`config.mk`:
```
export PLATFORM = sky130hd
export DESIGN_NAME = audio_pwm_synth
export DESIGN_NICKNAME = d
export VERILOG_FILES = /design/src/rtl/audio_pwm_synth.sv
export SDC_FILE = /design/constraint.sdc
export NUM_CORES = 1
export LEC_CHECK = 0
export ABC_CLOCK_PERIOD_IN_PS = 2500
export CAP_MARGIN = 20
export CORE_MARGIN = 3
export CORE_UTILIZATION = 48
export CTS_BUF_LIST = sky130_fd_sc_hd__clkbuf_16
export DETAILED_ROUTE_END_ITERATION = 8
export PLACE_DENSITY = 0.76
export SLEW_MARGIN = 10
export SYNTH_ARGS = -nofsm -noshare
export SYNTH_HDL_FRONTEND = slang
export SYNTH_SLANG_ARGS = --single-unit
```
`constraint.sdc`:
```
create_clock -name clk -period 2.5 [get_ports clk]
set_input_delay 0.25 -clock clk [delete_from_list [all_inputs] [get_ports clk]]
set_output_delay 0.25 -clock clk [all_outputs]
set_load 0.005 [all_outputs]
```
`src/rtl/audio_pwm_synth.sv`:
```
// Multi-channel square-wave tone synthesiser with a saturating mixer and PWM DAC.
// Optional LFSR noise channel at index NUM_CH when AUDIO_SYNTH_NOISE_EN is defined.
module audio_pwm_synth #(
  parameter int unsigned NUM_CH = 2,
  parameter int unsigned DIV_W  = 16,
  parameter int unsigned VOL_W  = 4,
  parameter int unsigned PWM_W  = 8,
  localparam int unsigned CH_W  = ($clog2(NUM_CH + 1) > 1) ? $clog2(NUM_CH + 1) : 1
) (
  input  logic              clk,
  input  logic              rst_n,
  input  logic              cfg_we,
  input  logic [CH_W-1:0]   cfg_ch,
  input  logic [DIV_W-1:0]  cfg_div,
  input  logic [VOL_W-1:0]  cfg_vol,
  input  logic              cfg_en,
  output logic [NUM_CH-1:0] ch_out,
  output logic [PWM_W-1:0]  sample,
  output logic              sample_tick,
  output logic              pwm_out
);

  localparam int unsigned SHIFT = PWM_W - VOL_W;
  localparam int unsigned SUM_W = PWM_W + $clog2(NUM_CH + 2);
  localparam logic [PWM_W-1:0] PWM_MAX = '1;

  logic [PWM_W-1:0] levels [NUM_CH];

  for (genvar i = 0; i < NUM_CH; i++) begin : g_ch
    logic [DIV_W-1:0] div_q;
    logic [DIV_W-1:0] cnt_q;
    logic [VOL_W-1:0] vol_q;
    logic             en_q;
    logic             sq_q;
    logic             wr;
    logic             active;

    assign wr     = cfg_we && (cfg_ch == CH_W'(i));
    assign active = en_q && (div_q != '0);

    // A write restarts the channel phase and takes priority over a toggle.
    always_ff @(posedge clk or negedge rst_n) begin
      if (!rst_n) begin
        div_q <= '0;
        cnt_q <= '0;
        vol_q <= '0;
        en_q  <= 1'b0;
        sq_q  <= 1'b0;
      end else if (wr) begin
        div_q <= cfg_div;
        vol_q <= cfg_vol;
        en_q  <= cfg_en;
        cnt_q <= '0;
        sq_q  <= 1'b0;
      end else if (active) begin
        if (cnt_q == div_q - DIV_W'(1)) begin
          cnt_q <= '0;
          sq_q  <= ~sq_q;
        end else begin
          cnt_q <= cnt_q + DIV_W'(1);
        end
      end else begin
        cnt_q <= '0;
        sq_q  <= 1'b0;
      end
    end

    assign ch_out[i] = sq_q;
    assign levels[i] = sq_q ? (PWM_W'(vol_q) << SHIFT) : '0;
  end

`ifdef AUDIO_SYNTH_NOISE_EN
  logic [DIV_W-1:0] nz_div_q;
  logic [DIV_W-1:0] nz_cnt_q;
  logic [VOL_W-1:0] nz_vol_q;
  logic             nz_en_q;
  logic [15:0]      lfsr_q;
  logic             nz_wr;
  logic             nz_active;
  logic             lfsr_fb;
  logic [PWM_W-1:0] nz_level;

  assign nz_wr     = cfg_we && (cfg_ch == CH_W'(NUM_CH));
  assign nz_active = nz_en_q && (nz_div_q != '0);
  // Taps 16,14,13,11 expressed as a right-shifting Fibonacci register.
  assign lfsr_fb   = lfsr_q[0] ^ lfsr_q[2] ^ lfsr_q[3] ^ lfsr_q[5];

  always_ff @(posedge clk or negedge rst_n) begin
    if (!rst_n) begin
      nz_div_q <= '0;
      nz_cnt_q <= '0;
      nz_vol_q <= '0;
      nz_en_q  <= 1'b0;
      lfsr_q   <= 16'hACE1;
    end else if (nz_wr) begin
      nz_div_q <= cfg_div;
      nz_vol_q <= cfg_vol;
      nz_en_q  <= cfg_en;
      nz_cnt_q <= '0;
      lfsr_q   <= 16'hACE1;
    end else if (nz_active) begin
      if (nz_cnt_q == nz_div_q - DIV_W'(1)) begin
        nz_cnt_q <= '0;
        lfsr_q   <= {lfsr_fb, lfsr_q[15:1]};
      end else begin
        nz_cnt_q <= nz_cnt_q + DIV_W'(1);
      end
    end else begin
      nz_cnt_q <= '0;
    end
  end

  assign nz_level = (nz_active && lfsr_q[0]) ? (PWM_W'(nz_vol_q) << SHIFT) : '0;
`endif

  logic [SUM_W-1:0] sum;
  logic [PWM_W-1:0] mix;

  always_comb begin
    sum = '0;
    for (int i = 0; i < NUM_CH; i++) begin
      sum = sum + SUM_W'(levels[i]);
    end
`ifdef AUDIO_SYNTH_NOISE_EN
    sum = sum + SUM_W'(nz_level);
`endif
    mix = (sum > SUM_W'(PWM_MAX)) ? PWM_MAX : sum[PWM_W-1:0];
  end

  logic [PWM_W-1:0] pc_q;
  logic [PWM_W-1:0] sample_q;
  logic             tick_q;
  logic             pwm_q;

  always_ff @(posedge clk or negedge rst_n) begin
    if (!rst_n) begin
      pc_q     <= '0;
      sample_q <= '0;
      tick_q   <= 1'b0;
      pwm_q    <= 1'b0;
    end else begin
      pc_q   <= pc_q + PWM_W'(1);
      tick_q <= (pc_q == PWM_MAX);
      if (pc_q == PWM_MAX) begin
        sample_q <= mix;
      end
      pwm_q <= (pc_q < sample_q);
    end
  end

  assign sample      = sample_q;
  assign sample_tick = tick_q;
  assign pwm_out     = pwm_q;

endmodule

```
==> flow_metrics.tcl <==
# flow metrics
set metrics [dict create \
    status "complete, but fails checks" \
    drt_iter0_markers 221 \
    edf_count 0 \
    comb-cell-share_pct 45.52 \
    buffer_area_share_pct 10.52 \
    area_delta_synth_final_pct 23.36 \
    powerDensity_mw_per_mm2 625.5 \
    pg_seq_mw 1.79 \
    htreeDepth 3 \
    via_per_inst 5.657 \
    top_cell "dfrtp_1" \
    violations "negative setup slack" \
    fin_crit_ns 2.640 \
    ys_ff 91 \
    busiest_layer "met2" \
    setup_ws_ns -0.1398 \
    xor_share_pct 12.90 \
    max_freq_ghz 0.3788 \
    crit_arrival_ns 2.91 \
    largest_cell_class "multi-input combinational cells" \
    use_met1_pct 26.15 \
    finalSetupViolations 17 \
    worstMarginPinSlew_ns 0.5492 \
    yosysWarnings 0 \
    grt_usage_pct 19.91 \
    cts_made_buffers 9 \
    wl_met2_mm 5.821 \
    p_comb_share_pct 22.9 \
    hold_class "in -> async" \
    total_power_mw 3.981 \
    comb-power_uw 913 \
    area_leaders "dfrtp_1, mux2_2, xnor2_1" \
    clock_area_share_pct 4.326 \
    avgSynthCellArea_um2 10.22 \
    first_pass_iters 4 \
    use_met3_pct 2.819 \
    drc 0 \
    drv_cap 0 \
    nets 603 \
    fill_cells 844 \
    hold_buffers 1 \
    dp_hpwl_mm 7.931 \
    cts_resized 9 \
    netlist.area_leader.share_pct 44.14 \
    slew_headroom_pct 63.05 \
    nWellTaps 136 \
    dieArea_mm2 0.01203 \
    n_antenna_cell 0 \
    syn_nets 548 \
    portBuffers 37 \
    post-cts-setup-buffers 1 \
    routabilityCongestion 0.8256 \
    wl_met3_um 508 \
    layout-drive-gt1-share_pct 23.05 \
    rsz0062_at_grt "yes" \
    grt_max_degree 57 \
    ys_seq_share_pct 44.14 \
    yosys_area_mm2 0.005159 \
    nonClockInverterCount 20 \
    gr-usage-met2_pct 33.39 \
    p_leak_nw 2.604 \
    p_sw_mw 1.144 \
    wirelength_mm 11.74 \
    crit_path_start_kind "flip-flop" \
]
==> per-stage QoR <==
stage	instances	cell area, um2
floorplan	505	5201
finish	700	6364
global route	700	6364
global placement	677	5828
CTS	694	6148
detailed placement	677	5828
==> sequential cells by signal, summed over array words and instances, names as in the netlist <==
name / cells
g_ch.cnt_q: 32
g_ch.div_q: 32
g_ch.vol_q: 8
pc_q: 8
sample: 5
g_ch.en_q: 2
g_ch.sq_q: 2
pwm_out: 1
sample_tick: 1
==> critical path: stages, from the launching register on <==
cell	delay, ns
dfrtp_1	0.40
or4_4	0.57
or3_1	0.32
a211o_1	0.30
a2111oi_4	0.21
and4bb_1	0.27
or3b_1	0.37
a21oi_2	0.13
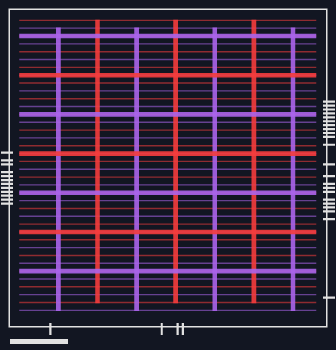
(images/floorplan.png)
Scale bar: 20 um. Pins as bars on the die edge.
color	net
purple	VSS
red	VDD
met4 straps	7
met5 straps	7
rows	37
signal pins	38
met1 rails	38
Core Region: 0.01037 mm2
Die X: 109.7 um

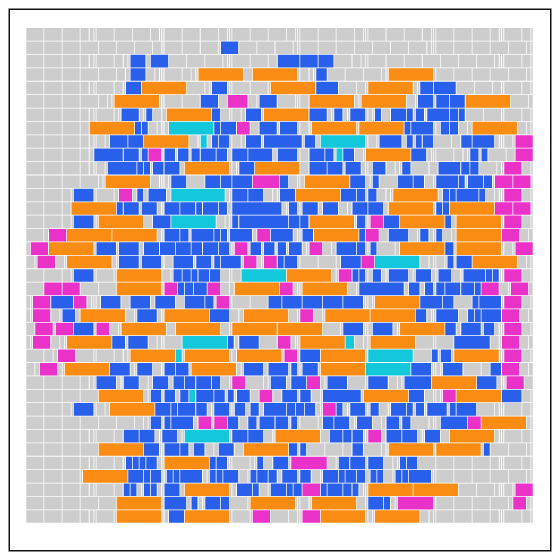
(images/class_map.png)
Fill, decap, tap and diode cells in gray.
color	class	cells	share of their area
magenta	remaining buffers and delay cells	72	11%
orange	sequential cells	91	37%
blue	remaining logic cells	386	48%
cyan	clock drivers and dummy loads	15	4.4%
design area: 0.006364 mm2
Cell Rows: 37
final core utilization: 61.37%
flop share of the area: 35.78%

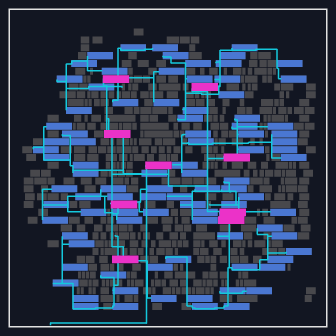
(images/clock_wires.png)
[blue] flip-flops | count: 91
[magenta] clock-net drivers | count: 9
[cyan] clock wires | length: 1050 um
routed clock nets	10
Clock Latency Late Sink: 0.34 ns
worst-case clock skew: 0.007464 ns
clock network power share: 32.0%
Clock net power: 1.27 mW

Power figures rest on the tool's default switching activity, not on a simulated workload.
